Figure 1. Supply network (run 1).
The bar under the picture is 20 um long. Pins as bars on the die edge.
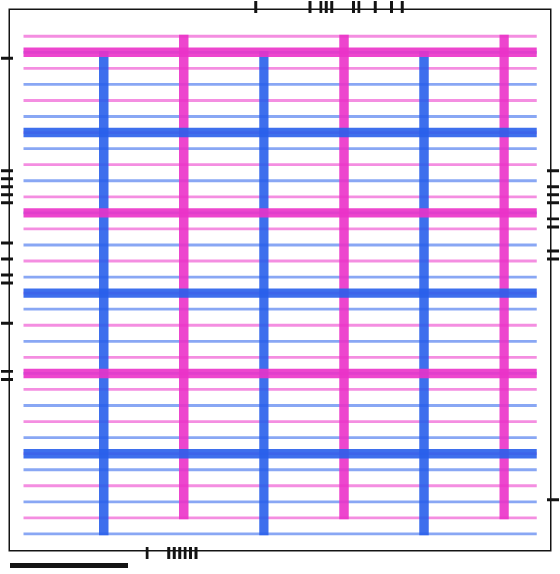
Figure 2. Placement by cell class (run 1).
The bar under the picture is 20 um long.
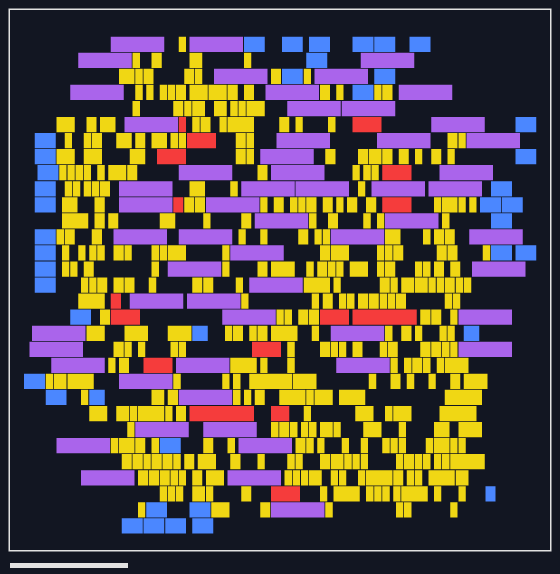
Figure 3. Routed clock nets over the placement (run 1).
The bar under the picture is 20 um long.
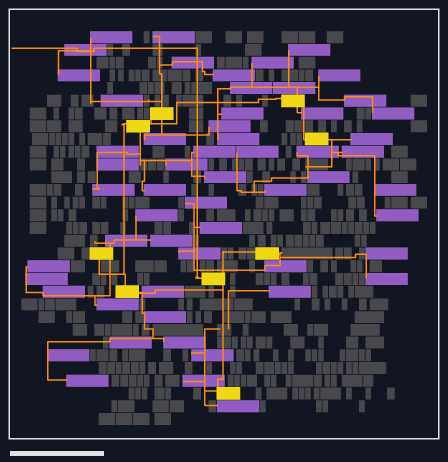
Design seq_divider, sky130hd; sources not shown.
==> results.txt, run 1 <==
Notes on the physical implementation.

- The post-route worst hold slack is 0.1839 ns, for reference.
- The global routing met1 resource utilization is 28.78%, for reference.
- The standard cell area after detailed placement is 3905 um2, for reference.
- The category of the critical setup timing path is register to output port, for reference.
- The final tally of hold violations is 0, for reference.
- The slowest stage of the critical path belongs to the cell sky130_fd_sc_hd__clkdlybuf4s50_1.
- The accumulated negative setup slack is 0 ns, for reference.
- Post-route period utilization is reported as 80.66%.
- The completed layout was analyzed and its total power is 5.011 mW.
- The switching portion of total power is 45.83%, for reference.
- The post-synth count of flops with an enable pin is 0.
- The yosys warning tally is 0, for reference.
- The main area contributors are sky130_fd_sc_hd__dfrtp_1 41%, sky130_fd_sc_hd__nand2_1 13%, sky130_fd_sc_hd__nand3_1 7.7%, sky130_fd_sc_hd__inv_1 6.1%, sky130_fd_sc_hd__ha_1 5.1%.
- Before any placement, the netlist area is recorded as 3445 um2.
- The number of distinct standard cells referenced by the synthesized netlist is 34, for reference.
- Entering global routing, the biggest net connects 33 pins.
- Combinational cells consume a total of 2.80 mW.
- Once routing completed, OpenROAD measured the worst setup slack at 0.5898 ns.
- The number of global-route vias before repair was 2890.
- TritonRoute output was used to compute an average wire per cell of 13.24 um.
- The startpoint class of the critical path is a register, for reference.
- Traced cell by cell, the critical path runs through nor2_1, inv_1, clkdlybuf4s50_1.
- The number of buffers and inverters on the critical path is 2, for reference.
- On the reported timing paths, the clock transition at the registers reads 0.07 ns.
- The die covers 8370 um2.
- The switching component of the power was reported as 2.297 mW.
- Clock buffers in the final layout number 11.
- The iteration count of the initial detailed-routing pass is 4, for reference.
- The run finished with clean final reports.
- The peak fanout along the critical path is 3, for reference.
- Setup repair after global routing left no endpoint under its margin.
- The number of tap instances is 99, for reference.
- For this run the aggregate overflow at the end of global routing stands at 0.
- The tally of buffers added on design ports is 38, for reference.
- Across the run, the number of max-cap violations was 0.
- The design has 57 sequential cells.
- The number of clock sinks seen by CTS is 57, for reference.
- Global routing used 20.35% of the available tracks.
- Data arrives at the worst endpoint at 1.55 ns.
- Summing the areas of all fa, ha and maj instances in the mapped netlist gives 5.667% of the synthesized area.
- The synthesized instance count is 445.
- The initial antenna violation count is 0, for reference.
Notes on Figure 1 above:
Key: magenta = VDD; blue = VSS
39 signal pins sit on the boundary. 32 met1 rails follow the rows. 6 straps on met5. 6 straps on met4.
worst ir drop on vdd: 0.5527 mV
height of the die: 91.49 um
Chip Width: 91.49 um

Notes on Figure 2 above:
Key: purple = flops [cells 57, share of their area 36%]; yellow = combinational and other logic [cells 377, share of their area 49%]; blue = other buffers and delay cells [cells 41, share of their area 9.9%]; red = clock drivers and dummy loads [cells 16, share of their area 5.5%]
design area: 4125 um2
core area: 7331 um2
Row Count: 31

Notes on Figure 3 above:
Key: purple = flip-flops [count 57]; orange = clock wires [length 803 um]; yellow = clock drivers [count 9]
There are 10 routed clock nets. Position of the flops: spread over the die.
portion of total power attributed to the clock network: 15.6%
power in the clock group: 784 uW

run 1: layout by cell type (no fill, tap or decap), types with 2 or more instances in the layout:
| master | instances |
|---|---|
| sky130_fd_sc_hd__a21oi_1 | 16 |
| sky130_fd_sc_hd__a22o_1 | 2 |
| sky130_fd_sc_hd__a22oi_1 | 7 |
| sky130_fd_sc_hd__buf_4 | 3 |
| sky130_fd_sc_hd__bufinv_16 | 2 |
| sky130_fd_sc_hd__clkbuf_8 | 10 |
| sky130_fd_sc_hd__clkdlybuf4s50_1 | 37 |
| sky130_fd_sc_hd__clkinv_2 | 2 |
| sky130_fd_sc_hd__dfrtp_1 | 57 |
| sky130_fd_sc_hd__ha_1 | 14 |
| sky130_fd_sc_hd__inv_1 | 56 |
| sky130_fd_sc_hd__inv_2 | 5 |
| sky130_fd_sc_hd__nand2_1 | 116 |
| sky130_fd_sc_hd__nand2_2 | 3 |
| sky130_fd_sc_hd__nand2_4 | 3 |
| sky130_fd_sc_hd__nand3_1 | 53 |
| sky130_fd_sc_hd__nand3_4 | 2 |
| sky130_fd_sc_hd__nand3b_1 | 3 |
| sky130_fd_sc_hd__nand4_1 | 5 |
| sky130_fd_sc_hd__nor2_1 | 24 |
| sky130_fd_sc_hd__nor2_4 | 4 |
| sky130_fd_sc_hd__nor3_1 | 4 |
| sky130_fd_sc_hd__o211ai_1 | 2 |
| sky130_fd_sc_hd__o21ai_0 | 28 |
| sky130_fd_sc_hd__o21ai_1 | 4 |
| sky130_fd_sc_hd__o22ai_1 | 3 |
| sky130_fd_sc_hd__xnor2_1 | 2 |
| sky130_fd_sc_hd__xor2_1 | 13 |
==> run 2, diff against run 1 <==
- PLACE_DENSITY: 0.66 -> 0.69
- clock period: 3.05 -> 2.1 ns (I/O delays scaled with it)
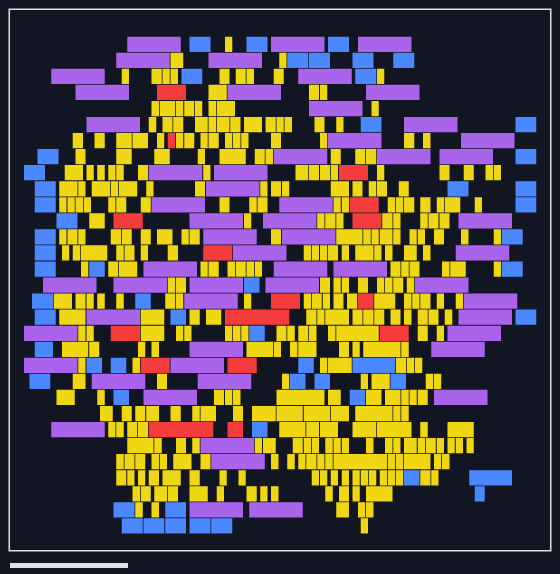
Figure 4: run 2, placement by cell class.
The bar under the picture is 20 um long.
Key: yellow = combinational and other logic [cells 378, share of their area 48%]; red = clock drivers and dummy loads [cells 16, share of their area 5.5%]; purple = flops [cells 57, share of their area 34%]; blue = other buffers and delay cells [cells 55, share of their area 13%]
fraction of the core area covered by cells at the end of the flow: 58.66%
flop share of the area: 33.17%
design area: 4300 um2

==> run 2 against run 1 <==
Compared with the run above:
- first-iteration DRC count up 26%
- largest cell class unchanged
- highest routed layer unchanged
- die size unchanged
- cell count increased by 2.5%
- synthesized cell count unchanged
- synthesized area is the same
- worst setup slack worse by 0.49 ns
- combinational power rose by 56%
- worst hold slack got worse by 0.16 ns
- sequential power grew 45%
==> results.txt, run 2 <==
Notes on the physical implementation.

- The core region is 7331 um2.
- Summed over all nets, the switching power comes to 3.458 mW.
- The final clock period utilization by the worst path is 95.05%, for reference.
- The iteration count of the initial detailed-routing pass is 5, for reference.
- The number of global-route vias before repair came to 2874.
- The flow ran to the end, and the final reports show no timing, DRC or antenna violations.
- The endpoint arrival time on the critical path is 1.32 ns, for reference.
- Overall routing resource usage recorded by global route was 20.64%.
- The critical path maximum fanout is 2.
- The number of distinct standard cells referenced by the synthesized netlist is 34, for reference.
- Counting flops with a built-in enable in the synthesized netlist gives 0.
- Synthesis produced 445 cells.
- In the CTS report, the clock slew at the register clock pins of the worst setup and hold paths is listed as 0.07 ns.
- In this run the tool buffered the top-level ports with 38 buffer cells.
- Leaving out fill and tap cells, the most frequent cells in the layout are 115 x sky130_fd_sc_hd__nand2_1, 57 x sky130_fd_sc_hd__dfrtp_1, 55 x sky130_fd_sc_hd__inv_1.
- The number of rows created at floorplan is 31, for reference.
- The pin count of the biggest net entering global routing is 58, for reference.
- The synthesis report lists the Yosys warning total as 0.
- The die span in x is 91.49 um, for reference.
- The chip footprint is 8370 um2, for reference.
-- run 2: cell count changes in the layout (fill, tap and decap cells not counted), moves of 2 or more --
cell and delta:
sky130_fd_sc_hd__clkinvlp_4 +2, sky130_fd_sc_hd__buf_12 +2, sky130_fd_sc_hd__clkinv_2 -2, sky130_fd_sc_hd__buf_4 +12
-- run 2: cell families after synthesis --
| group | synth area share (%) |
|---|---|
| simple gates | 29.57 |
| buf+inv | 8.427 |
| compound gates | 11.12 |
| flops | 41.41 |
| xor+xnor | 3.814 |
| fa+ha+maj | 5.667 |
-- run 2: what timing repair did --
action,CTS,global route
gates cloned,0,1
buffers inserted,0,2
gates resized,1,5
setup endpoints to repair,1,9
pin swaps,0,2
-- run 2: per-layer routing --
| metal | up-vias | global-route usage [%] |
|---|---|---|
| li1 | 1568 | - |
| met1 | 1455 | 28.37 |
| met2 | 83 | 32.17 |
| met3 | 16 | 4.066 |
| met4 | 0 | 7.828 |
| met5 | - | 0 |
-- run 2: layout make-up --
type                            instances  area [um2]
Fill cell                             659        3030
Multi-Input combinational cell        317        1764
Sequential cell                        57        1426
Timing Repair Buffer                   55       526.8
Inverter                               61       229.0
Clock buffer                           12       155.1
Tap cell                               99       123.9
Clock inverter                          4       75.07
-- run 2: per-stage QoR --
step	total power [mW]	instance area (um2)	hold slack, ns	utilization (%)
4_1_cts	7.507	4237	0.04081	57.79
2_1_floorplan	5.073	3445	0.07941	-
5_1_grt	8.336	4300	0.04505	58.66
3_3_place_gp	6.194	4008	0.3147	54.67
3_5_place_dp	6.292	4008	0.3173	54.67
6_report	7.649	4300	0.02621	58.66
No activity file was given, so power comes from the tool's default toggle rates.
